<file path="src/rtl/alarm_ring_if.sv">
// Alarm ringer port bundle: time/editor/button inputs toward the ringer, buzzer and status back.
// The master side owns time, alarm settings and the button; the slave side is alarm_ring.
interface alarm_ring_if;
    logic        tick_1hz;
    logic [10:0] hour;
    logic [10:0] minute;
    logic [10:0] second;
    logic [10:0] alarm_hour;
    logic [10:0] alarm_minute;
    logic        armed;
    logic [2:0]  alarm_mode;
    logic        middle;
    // Buzzer drive; "do" is a reserved word, so the line is called buzzer here.
    logic        buzzer;
    logic        ringing;
    logic        snoozing;
    logic [1:0]  snooze_cnt;

    modport master (
        output tick_1hz, hour, minute, second, alarm_hour, alarm_minute,
               armed, alarm_mode, middle,
        input  buzzer, ringing, snoozing, snooze_cnt
    );

    modport slave (
        input  tick_1hz, hour, minute, second, alarm_hour, alarm_minute,
               armed, alarm_mode, middle,
        output buzzer, ringing, snoozing, snooze_cnt
    );
endinterface

</file>
<file path="src/rtl/alarm_ring.sv">
// Alarm ringer: IDLE/RING/SNOOZE control with beep pattern, short-press snooze and long-hold dismiss.
// All outputs registered, one cycle after the deciding input; no backpressure, inputs sampled every cycle.
module alarm_ring #(
    parameter int RING_SEC   = 60,
    parameter int SNOOZE_SEC = 300,
    parameter int HOLD_SEC   = 2,
    parameter int MAX_SNOOZE = 3,
    parameter int BEEP_HALF  = 25000
) (
    input logic        newclk,
    input logic        rst_n,
    alarm_ring_if.slave bus
);

    localparam int SEC_MAX = (RING_SEC > SNOOZE_SEC) ? RING_SEC : SNOOZE_SEC;
    localparam int SEC_W   = $clog2(SEC_MAX + 1);
    localparam int HOLD_W  = (HOLD_SEC > 1) ? $clog2(HOLD_SEC + 1) : 1;
    localparam int BEEP_W  = (BEEP_HALF > 1) ? $clog2(BEEP_HALF) : 1;

    localparam logic [1:0] ST_IDLE   = 2'd0;
    localparam logic [1:0] ST_RING   = 2'd1;
    localparam logic [1:0] ST_SNOOZE = 2'd2;

    logic [1:0]        state;
    logic [1:0]        state_nxt;
    logic              mid_q;
    logic              press_act;
    logic              buzz_q;
    logic [HOLD_W-1:0] hold_cnt;
    logic [SEC_W-1:0]  sec_cnt;
    logic [1:0]        snooze_q;
    logic [BEEP_W-1:0] beep_cnt;

    logic mid_rise;
    logic mid_fall;
    logic abort;
    logic match;
    logic hold_hit;
    logic ring_last;
    logic snooze_last;
    logic snooze_ok;
    logic enter_ring;
    logic enter_snooze;

    always_comb begin
        mid_rise     = bus.middle & ~mid_q;
        mid_fall     = ~bus.middle & mid_q;
        abort        = ~bus.armed | (bus.alarm_mode != 3'd0);
        match        = bus.tick_1hz
                     & (bus.hour == bus.alarm_hour)
                     & (bus.minute == bus.alarm_minute)
                     & (bus.second == 11'd0);
        hold_hit     = bus.tick_1hz & press_act & bus.middle
                     & (hold_cnt == HOLD_W'(HOLD_SEC - 1));
        ring_last    = bus.tick_1hz & (sec_cnt == SEC_W'(RING_SEC - 1));
        snooze_last  = bus.tick_1hz & (sec_cnt == SEC_W'(SNOOZE_SEC - 1));
        snooze_ok    = int'(snooze_q) < MAX_SNOOZE;
        state_nxt    = state;
        enter_ring   = 1'b0;
        enter_snooze = 1'b0;

        // Priority: abort, hold-dismiss, release-snooze, timeout / re-ring.
        case (state)
            ST_IDLE: begin
                if (!abort && match) begin
                    state_nxt  = ST_RING;
                    enter_ring = 1'b1;
                end
            end
            ST_RING: begin
                if (abort || hold_hit) begin
                    state_nxt = ST_IDLE;
                end else if (mid_fall && press_act) begin
                    if (snooze_ok) begin
                        state_nxt    = ST_SNOOZE;
                        enter_snooze = 1'b1;
                    end else begin
                        state_nxt = ST_IDLE;
                    end
                end else if (ring_last) begin
                    state_nxt = ST_IDLE;
                end
            end
            ST_SNOOZE: begin
                if (abort || hold_hit) begin
                    state_nxt = ST_IDLE;
                end else if (snooze_last) begin
                    state_nxt  = ST_RING;
                    enter_ring = 1'b1;
                end
            end
            default: state_nxt = ST_IDLE;
        endcase
    end

    always_ff @(posedge newclk or negedge rst_n) begin
        if (!rst_n) begin
            state     <= ST_IDLE;
            mid_q     <= 1'b0;
            press_act <= 1'b0;
            buzz_q    <= 1'b0;
            hold_cnt  <= '0;
            sec_cnt   <= '0;
            snooze_q  <= 2'd0;
            beep_cnt  <= '0;
        end else begin
            mid_q <= bus.middle;
            state <= state_nxt;
            if (state_nxt == ST_IDLE) begin
                press_act <= 1'b0;
                buzz_q    <= 1'b0;
                hold_cnt  <= '0;
                sec_cnt   <= '0;
                snooze_q  <= 2'd0;
                beep_cnt  <= '0;
            end else if (enter_ring) begin
                // Re-ring from SNOOZE keeps the snooze count; a fresh alarm starts at zero.
                press_act <= 1'b0;
                buzz_q    <= 1'b1;
                hold_cnt  <= '0;
                sec_cnt   <= '0;
                beep_cnt  <= '0;
                if (state == ST_IDLE) begin
                    snooze_q <= 2'd0;
                end
            end else if (enter_snooze) begin
                press_act <= 1'b0;
                buzz_q    <= 1'b0;
                hold_cnt  <= '0;
                sec_cnt   <= '0;
                beep_cnt  <= '0;
                snooze_q  <= snooze_q + 2'd1;
            end else begin
                if (bus.tick_1hz) begin
                    sec_cnt <= sec_cnt + SEC_W'(1);
                end
                // A press only counts if its rising edge is seen while RING or SNOOZE is active.
                if (mid_fall) begin
                    press_act <= 1'b0;
                    hold_cnt  <= '0;
                end else begin
                    if (mid_rise) begin
                        press_act <= 1'b1;
                    end
                    if (bus.tick_1hz && press_act && bus.middle) begin
                        hold_cnt <= hold_cnt + HOLD_W'(1);
                    end
                end
                if (state == ST_RING) begin
                    if (beep_cnt == BEEP_W'(BEEP_HALF - 1)) begin
                        beep_cnt <= '0;
                        buzz_q   <= ~buzz_q;
                    end else begin
                        beep_cnt <= beep_cnt + BEEP_W'(1);
                    end
                end
            end
        end
    end

    assign bus.buzzer     = buzz_q;
    assign bus.ringing    = (state == ST_RING);
    assign bus.snoozing   = (state == ST_SNOOZE);
    assign bus.snooze_cnt = snooze_q;

endmodule

</file>
<file path="src/flat_wrapper.sv">
// flat-port wrapper written by rule: the top's interface ports become plain ports
module alarm_ring_flat 
#(
    parameter int RING_SEC   = 60,
    parameter int SNOOZE_SEC = 300,
    parameter int HOLD_SEC   = 2,
    parameter int MAX_SNOOZE = 3,
    parameter int BEEP_HALF  = 25000
)
  (newclk, rst_n, bus_tick_1hz, bus_hour, bus_minute, bus_second, bus_alarm_hour, bus_alarm_minute, bus_armed, bus_alarm_mode, bus_middle, bus_buzzer, bus_ringing, bus_snoozing, bus_snooze_cnt);
  alarm_ring_if bus_i ();
  input logic newclk;
  input logic rst_n;
  input wire logic [$bits(bus_i.tick_1hz)-1:0] bus_tick_1hz;
  input wire logic [$bits(bus_i.hour)-1:0] bus_hour;
  input wire logic [$bits(bus_i.minute)-1:0] bus_minute;
  input wire logic [$bits(bus_i.second)-1:0] bus_second;
  input wire logic [$bits(bus_i.alarm_hour)-1:0] bus_alarm_hour;
  input wire logic [$bits(bus_i.alarm_minute)-1:0] bus_alarm_minute;
  input wire logic [$bits(bus_i.armed)-1:0] bus_armed;
  input wire logic [$bits(bus_i.alarm_mode)-1:0] bus_alarm_mode;
  input wire logic [$bits(bus_i.middle)-1:0] bus_middle;
  output wire logic [$bits(bus_i.buzzer)-1:0] bus_buzzer;
  output wire logic [$bits(bus_i.ringing)-1:0] bus_ringing;
  output wire logic [$bits(bus_i.snoozing)-1:0] bus_snoozing;
  output wire logic [$bits(bus_i.snooze_cnt)-1:0] bus_snooze_cnt;
  assign bus_i.tick_1hz = bus_tick_1hz;
  assign bus_i.hour = bus_hour;
  assign bus_i.minute = bus_minute;
  assign bus_i.second = bus_second;
  assign bus_i.alarm_hour = bus_alarm_hour;
  assign bus_i.alarm_minute = bus_alarm_minute;
  assign bus_i.armed = bus_armed;
  assign bus_i.alarm_mode = bus_alarm_mode;
  assign bus_i.middle = bus_middle;
  assign bus_buzzer = bus_i.buzzer;
  assign bus_ringing = bus_i.ringing;
  assign bus_snoozing = bus_i.snoozing;
  assign bus_snooze_cnt = bus_i.snooze_cnt;
  alarm_ring #(.RING_SEC(RING_SEC), .SNOOZE_SEC(SNOOZE_SEC), .HOLD_SEC(HOLD_SEC), .MAX_SNOOZE(MAX_SNOOZE), .BEEP_HALF(BEEP_HALF)) u_core (.newclk(newclk), .rst_n(rst_n), .bus(bus_i));
endmodule
</file>
<file path="config.mk">
export PLATFORM = sky130hd
export DESIGN_NAME = alarm_ring_flat
export DESIGN_NICKNAME = d
export VERILOG_FILES = /design/src/rtl/alarm_ring_if.sv /design/src/rtl/alarm_ring.sv /design/src/flat_wrapper.sv
export SDC_FILE = /design/constraint.sdc
export NUM_CORES = 1
export LEC_CHECK = 0
export ABC_CLOCK_PERIOD_IN_PS = 3500
export CAP_MARGIN = 0
export CORE_MARGIN = 10
export CORE_UTILIZATION = 40
export CTS_CLUSTER_DIAMETER = 50
export DETAILED_ROUTE_END_ITERATION = 6
export PLACE_DENSITY = 0.75
export SKIP_CTS_REPAIR_TIMING = 1
export SLEW_MARGIN = 20
export SYNTH_ARGS = -nofsm -noshare
export SYNTH_HDL_FRONTEND = slang
export SYNTH_SLANG_ARGS = --single-unit
</file>
<file path="constraint.sdc">
create_clock -name newclk -period 3.5 [get_ports newclk]
set_clock_uncertainty 0.1 [all_clocks]
set_input_delay 0.7 -clock newclk [delete_from_list [all_inputs] [get_ports newclk]]
set_output_delay 0.7 -clock newclk [all_outputs]
set_load 0.02 [all_outputs]
</file>
==> Changelog: implementation <==
## Implementation

- Status: completed
- Final Util: 57.30%
- Synth Seq Share: 39.33%
- Die Size: 8547 um2
- P_sw: 0.1800 mW
- CTS root buf: clkbuf_8
- Wl on met1: between 2 and 2.5 mm
- Final Hold Fails: 0
- Placed Cells: roughly 360
- Drt initial violations: about 110
- Critical Path Max Stage Delay: just under 0.7 ns
- Largest net degree at the start of global routing: 34
- N_diodes: 0
- Fin Setup TNS: 0 ns
- RSZ-0062 raised after global routing: no
- Total power: around 0.78 mW
- Finished Cell Area: 2927 um2
- Max_slew headroom: between 60% and 70%
- Router iterations before antenna repair: 4
- Placement Setup Slack: ~0.55 ns
- Grt peak-use layer: met2
- Crit path cell chain: clkdlybuf4s50_1 -> nand3_1 -> and4bb_2 -> nor2_1 -> nor2_2 -> buf_4 -> nor2_1
- Lkg Pwr: 1.108 nW
- Post-route ant nets: 0
- Clock buf/inv share: under 10%
- Die Span Y: between 90 and 100 um
- Yosys stat cell total: about 230
- Tally of OpenROAD warnings: 26
- Clk_lat worst skew: around 0.3 ns
- Yosys chip area: roughly 2100 um2
- Unique masters post-synth: about 42
- Init Core Util: ~40%
- Port Buf Inserts: about 67
- Top cells, area: dfrtp_1 39%, xnor2_1 7.1%, xor2_1 6.7%, nor2_1 3.9%, nand2_1 3.6%
- Worst VDD drop: 0.0001284 V
- Hold depth: 1
- Floorplan net count: ~300
- Cell with the most instances after synthesis: dfrtp_1
- GRT Total Usage: about 14%
- Top cell category: multi-input combinational cells
- Seq cells post-synth: 33
- Non-filler cells, final: between 300 and 400
- Area share, top type: between 30 and 40%
- R2R depth: 6
- Routed WL per cell: between 15 and 20 um
- Drt via density: about 5.2
- Comb group: roughly 0.11 mW
- Comb area share: roughly two fifths
- Adder Area Share: between 2 and 2.5%
- Internal Power: approximately 0.60 mW
- Number of remaining DRC errors: 0
- CTS tree: built
- Worst-path cell with the longest stage delay: clkdlybuf4s50_1
- Reg area: a little over 800 um2
- Seq pwr share: 49.2%
- Cell type with the largest total area: dfrtp_1
- Critical path class: in -> reg
- Routability cong.: ~0.82
- # rows: 26
- Period minus WS final: between 2 and 3 ns
- Vias in the first global route: approximately 1900
- Measured slew at the worst slew-check pin: about 0.54 ns
- Final tally of max-slew violations: 0
- Number of sinks on the clock net: 33
- Hold Path End: u_core.beep_cnt[0]$_DFFE_PN0P_
- GR Util met1: approximately 16%
- Ys flop type: dfrtp_1
- Critical path's most frequent cell: nor2_1
- Nets: between 300 and 400
- Tightest Hold Check Type: reg -> reg
- Top Layout Cells: 67 x clkdlybuf4s50_1, 33 x dfrtp_1, 22 x nor2_1
- Htree depth: 2
- Max frequency: roughly 380 MHz
- Layout cells sized above 1: under 10%
- Worst path bufs/invs: 2
Signal wires on met1:
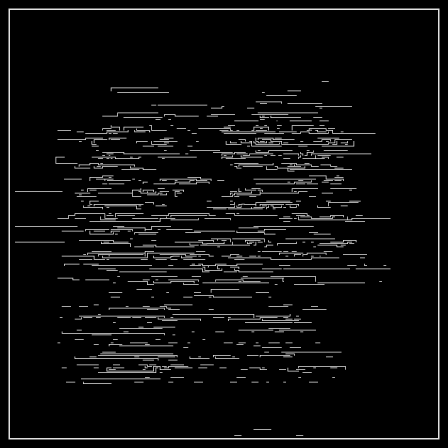
main direction: horizontal
wire length on this layer: 2340 um
longest straight run: 22.1 um

Metal 2:
The bar under the picture is 20 um long. Cells faint in the background.
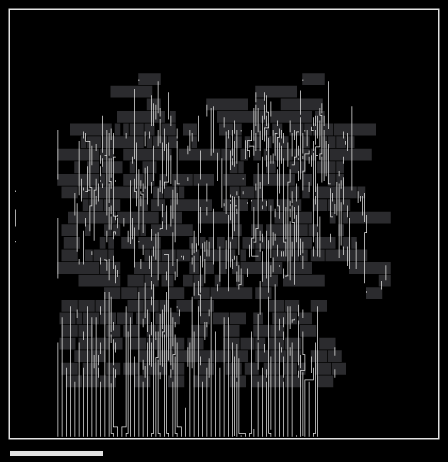
main direction: vertical
wire length on this layer: 3060 um
met2 Use GR: 24.29%
via count: 1929
drt total wl: 5.711 mm

Met3 routing:
The bar under the picture is 20 um long.
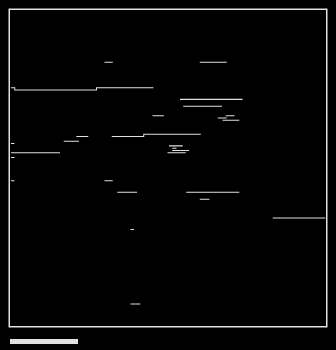
main direction: horizontal
share of all routed wire: 3.5%
wire length on this layer: 201 um
M3 GR Usage: 2.906%

A small window of the routed layout:
The bar under the picture is 5 um long. Window x 13 to 33, y 59 to 79 um. Cells in grey, sequential cells in the stronger grey; small squares are vias.
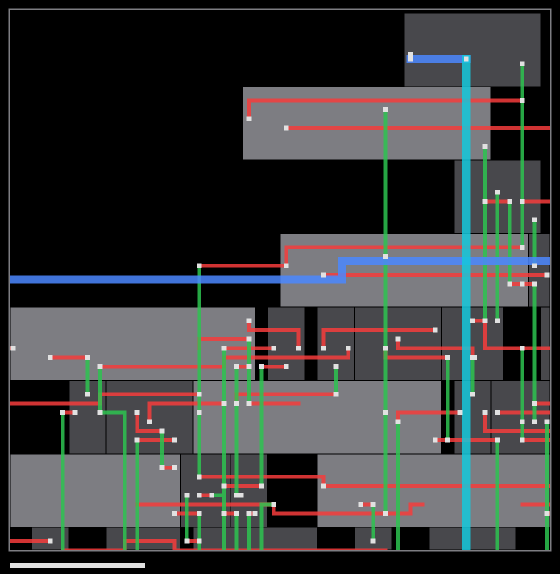
legend:
  green:
    layer: met2
  cyan:
    layer: met4
  red:
    layer: met1
  blue:
    layer: met3
most frequent: dfrtp_1 (6), nor2_1 (4), xnor2_1 (3)
cells with their middle in the window: 19
sequential cells in the window: 6
netlist names of flops here include: u_core.sec_cnt (4), u_core.hold_cnt (2)

Power figures rest on the tool's default switching activity, not on a simulated workload.
